Run 1, routed metal per tile:
Drawn at 4 px/micron. 16 x 16 tiles, from dark blue (low) to red (high), scaled to the fullest tile. Values are wire area over tile area, all layers added.
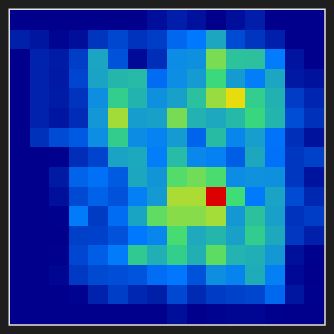
Run 1, signal wires on met2:
Drawn at 6 px/micron. Cells faint in the background.
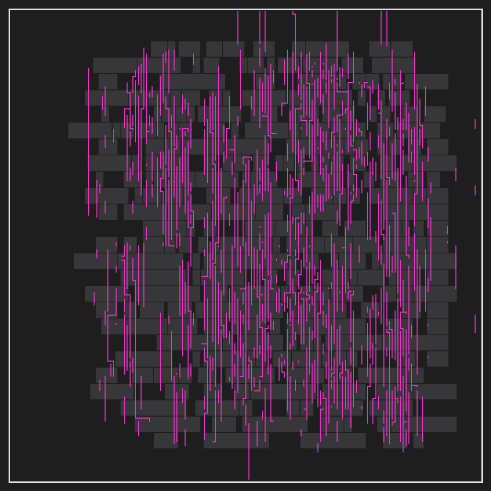
Run 1, congestion heat map:
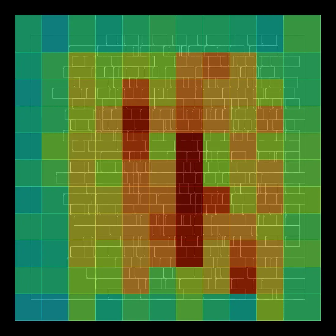
Design code_lock_param_flat, sky130hd; sources not shown.
==> flow_summary.toml, run 1 <==
# synthesis and place-and-route metrics
[synthesis]
yosys.area.top_type = "dfxtp_1"
common_cells = "dfxtp_1 (40), nand2_1 (32), edfxtp_1 (16), nor2_1 (16)"
syn_inst = 288
fp_nets = 306
yosysUniqueCellTypes = 56
top_cell = "dfxtp_1"
topCellsByArea = "dfxtp_1 (28%), edfxtp_1 (17%), mux2_2 (5.1%)"
netlist_area_sq_mm = 0.00289
synth_top_area_share_pct = 27.7
synth_top_flop_cell = "dfxtp_1"
synth_warnings = 0
enable_flop_cells = 16
seq_area_frac_synth_pct = 44.3
yosysChipArea_sq_mm = 0.00289
ys.flops = 56

[worst_setup_path]
cp.arrival_ns = 2.86
cp.depth = 8
crit_fanout = 10
path_common_cell = "ha_1"
crit_path_start_kind = "flip-flop"
r2r_slack_ns = 0.44
end_kind = "flip-flop"
reg2reg_depth = 8
cp_cell_sequence = "ha_1 > inv_1 > ha_1 > nand2b_1 > or4_1 > mux2_2 > nand2_1 > nand3_1"
crit_buf_inv = 1

[floorplan]
dieArea_sq_mm = 0.00617
core_sq_mm = 0.00479
ioPinCount = 19
core_util_floorplan_pct = 60.4
die_y_microns = 78.6

[placement]
placed_cells = 364
numPortBuffers = 18
hpwl_microns = 4350
dpl_cell_area_sq_mm = 0.00313
gp_congestion = 0.811

[grt]
grt_pass1_vias = 2292
grt_overflow_total = 0
met3_usage_pct = 4.36
grt_max_degree = 25
met1_usage_pct = 29.1

[cells_and_area]
area_growth_pct = 12.0
final_cell_mix = "dfxtp_1 (40), nand2_1 (32), clkdlybuf4s50_1 (18)"
nets = 322
drive_gt1_share_pct = 12.1
fill_cells = 376
fin_area_sq_mm = 0.00323

[power]
power_frac_seq_pct = 53.1
p_total_w = 0.00147
switching_share_pct = 25.0
seq-power_w = 0.000779
p_clk_share_pct = 32.7
peakVddDrop_mv = 0.193

[timing]
slew_headroom_pct = 63.8
fin_crit_sh_pct = 86.0
slew_violations = 0
max_freq_mhz = 375
finalSetupTns_ns = 0
rsz0062_at_grt = "no"
setup_ws_ns = 0.435
final.min_clock_period_ns = 2.66
setup_viol = 0

[detailed_routing]
wl_met2_microns = 3070
met1_length_microns = 2800
drt-pass1-iter-count = 7
drt_iter0_markers = 296
drc = 0
routed.top_layer = "met4"
vias_per_cell = 6.34

[clock_network]
cts_tree = "yes"
hold_buffers = 0
clkTransAtPathRegs_ns = 0.11
cts_setup_buffers = 0
cts.repair.resized = 0
clockBufferDepth = 2

[flow_run]
warnings = 31

[run_status]
outcome = "finished clean"

[worst_hold_path]
hold_depth = 2
About 'routed metal per tile':
tiles over half the peak = 7.0%
densest ninth of the die = centre
emptiest ninth of the die = lower left
fullest tile = 0.87
nearly empty tiles = 24%
mean over tiles = 0.17
All-Layer GR Usage: 22.5%
vias: 2360
Wirelength per Cell: 17.5 microns
WL final: 6500 microns

About 'signal wires on met2':
nets with wire on the layer = 284
main direction = vertical
share of all routed wire = 47%
longest straight run = 29.4 microns
met2 Resource Use GR: 37.4%

About 'congestion heat map':
final core occ: 67.6%
grt peak-use layer: met2

-- run 1: logic make-up after synthesis --
| group | count (synthesis) | synth area share [%] |
|---|---|---|
| AND/OR/NAND/NOR | 113 | 21.5 |
| AND-OR/OR-AND | 57 | 15.2 |
| flip-flops | 56 | 44.3 |
| buffers and inverters | 26 | 3.77 |
| multiplexers | 18 | 8.53 |
| XOR/XNOR | 9 | 2.73 |
| adder cells (fa/ha/maj) | 9 | 3.90 |
-- run 1: layout make-up --
class / count / area [sq um] / share of cell area [%]
clock inverters: 2 / 35.0 / 1.08
multi-input cells: 206 / 1500 / 46.3
clock buffers: 6 / 72.6 / 2.24
repair buffers: 23 / 218 / 6.73
flip-flops and latches: 56 / 1280 / 39.6
inverters: 12 / 45.0 / 1.39
well taps: 67 / 83.8 / 2.59
Run 1, ports around the boundary:
Drawn at 6 px/micron. Pins as bars across the die edge, other pins in grey.
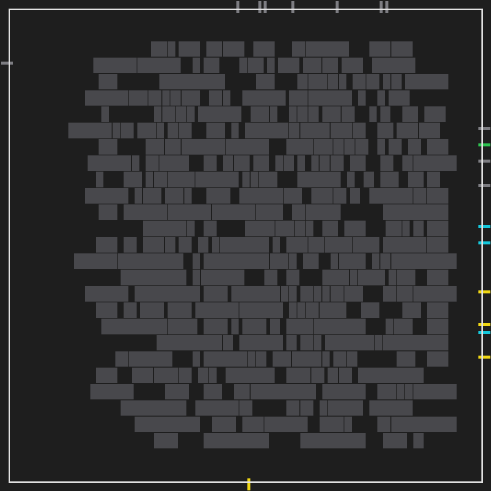

==> run 2: changes to the inputs <==
Settings changed: CORE_MARGIN 4 to 1, CTS_CLUSTER_SIZE set to 30, PLACE_DENSITY 0.84 to 0.78.
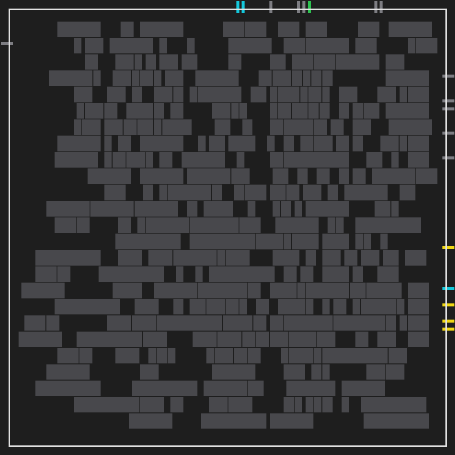
Run 2: ports around the boundary
Drawn at 6 px/micron. Pins as bars across the die edge, other pins in grey.
yellow -> bus_digit  # pins 4, direction input, edge right
cyan -> bus_digit_idx  # pins 3, direction output, edge 2 top, 1 right
green -> bus_prog  # pins 1, direction input, edge top
# port buffers: 18
chip width: 72.6 microns
Die Ht: 72.6 microns

==> run 2 against run 1 <==
Compared with the run above: final area barely moved; global-route usage increased by 3.8 points; synthesized area is the same; clock power up 3%; critical path depth stayed put; clock skew decreased by 0.0069 ns; sequential share of layout area about the same; utilization increased by 0.47 points; critical endpoint is now u_core.code[8]; highest routed layer unchanged.
==> flow_summary.toml, run 2 <==
# synthesis and place-and-route metrics
[timing]
finalSetupTns_ns = 0
slew_headroom_pct = 61.2
slew_violations = 0
max_freq_mhz = 362
rsz0062_at_grt = "no"
fin_crit_sh_pct = 89.0
setup_ws_ns = 0.340

[cells_and_area]
drive_gt1_share_pct = 12.2
final_cell_mix = "dfxtp_1 (40), nand2_1 (32), clkdlybuf4s50_1 (18)"
area_growth_pct = 12.0
nets = 321
fin_area_sq_mm = 0.00324

[detailed_routing]
drt_iter0_markers = 254
routed.top_layer = "met4"
vias = 2267
wl_met2_microns = 2870
met1_length_microns = 2920
drt-pass1-iter-count = 4
vias_per_cell = 6.11

[placement]
dpl_cell_area_sq_mm = 0.00312
gp_congestion = 0.800
placed_cells = 363

[synthesis]
syn_inst = 288
ys_sh_simple_pct = 21.5
ys.flops = 56
ys_sh_mux_pct = 8.53
synth-adder-area-share_pct = 3.90
synth_top_flop_cell = "dfxtp_1"
logic_family = "simple AND/OR/NAND/NOR gates"
yosysChipArea_sq_mm = 0.00289
top_cell = "dfxtp_1"
seq_area_frac_synth_pct = 44.3
fp_nets = 306
common_cells = "dfxtp_1 (40), nand2_1 (32), edfxtp_1 (16), nor2_1 (16)"
netlist_area_sq_mm = 0.00289
yosysUniqueCellTypes = 56
synth-xor-area-share_pct = 2.73
synth_warnings = 0
enable_flop_cells = 16
synth-compound-area-share_pct = 15.2

[worst_setup_path]
crit_fanout = 13
crit_path_start_kind = "flip-flop"
end_kind = "flip-flop"
reg2reg_depth = 8
cp.arrival_ns = 2.96

[clock_network]
clockBufferDepth = 2
cts_setup_buffers = 0
hold_buffers = 0
cts_tree = "yes"
cts.repair.resized = 0

[run_status]
outcome = "finished clean"

[power]
p_total_w = 0.00148

[grt]
grt_overflow_total = 0
met1_usage_pct = 37.6
grt_pass1_vias = 2145
grtUsageTotal_pct = 26.3

[floorplan]
ioPinCount = 19
dieArea_sq_mm = 0.00527
core_sq_mm = 0.00475

[flow_run]
warnings = 31
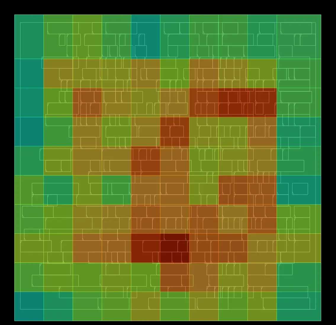
Run 2: congestion heat map
met2 Resource Use GR: 39.9%
final core occ: 68.1%
Wirelength per Cell: 16.9 microns
M3 GR Usage: 6.35%

[run 2: critical path, stage by stage (launching register included)]
cell	delay, ns
dfxtp_1	0.70
ha_1	0.30
inv_1	0.08
ha_1	0.29
nand2b_1	0.17
or4_1	0.62
mux2_2	0.35
nand2_1	0.07
a21oi_1	0.07
[run 2: layout make-up]
type | instances | area [sq um]
clock buffers | 5 | 68.8
repair buffers | 22 | 210
flip-flops and latches | 56 | 1280
fillers | 386 | 1520
well taps | 67 | 83.8
clock inverters | 3 | 47.5
multi-input cells | 206 | 1500
inverters | 12 | 45.0
[run 2: power breakdown]
part	switching, W	internal (W)	total, W	leakage [nW]
logic	0.000101	0.0000955	0.000197	0.652
clock network	0.000251	0.000244	0.000495	0.0583
registers	0.0000207	0.000764	0.000784	0.467
total	0.000373	0.00110	0.00148	1.18
No activity file was given, so power comes from the tool's default toggle rates.
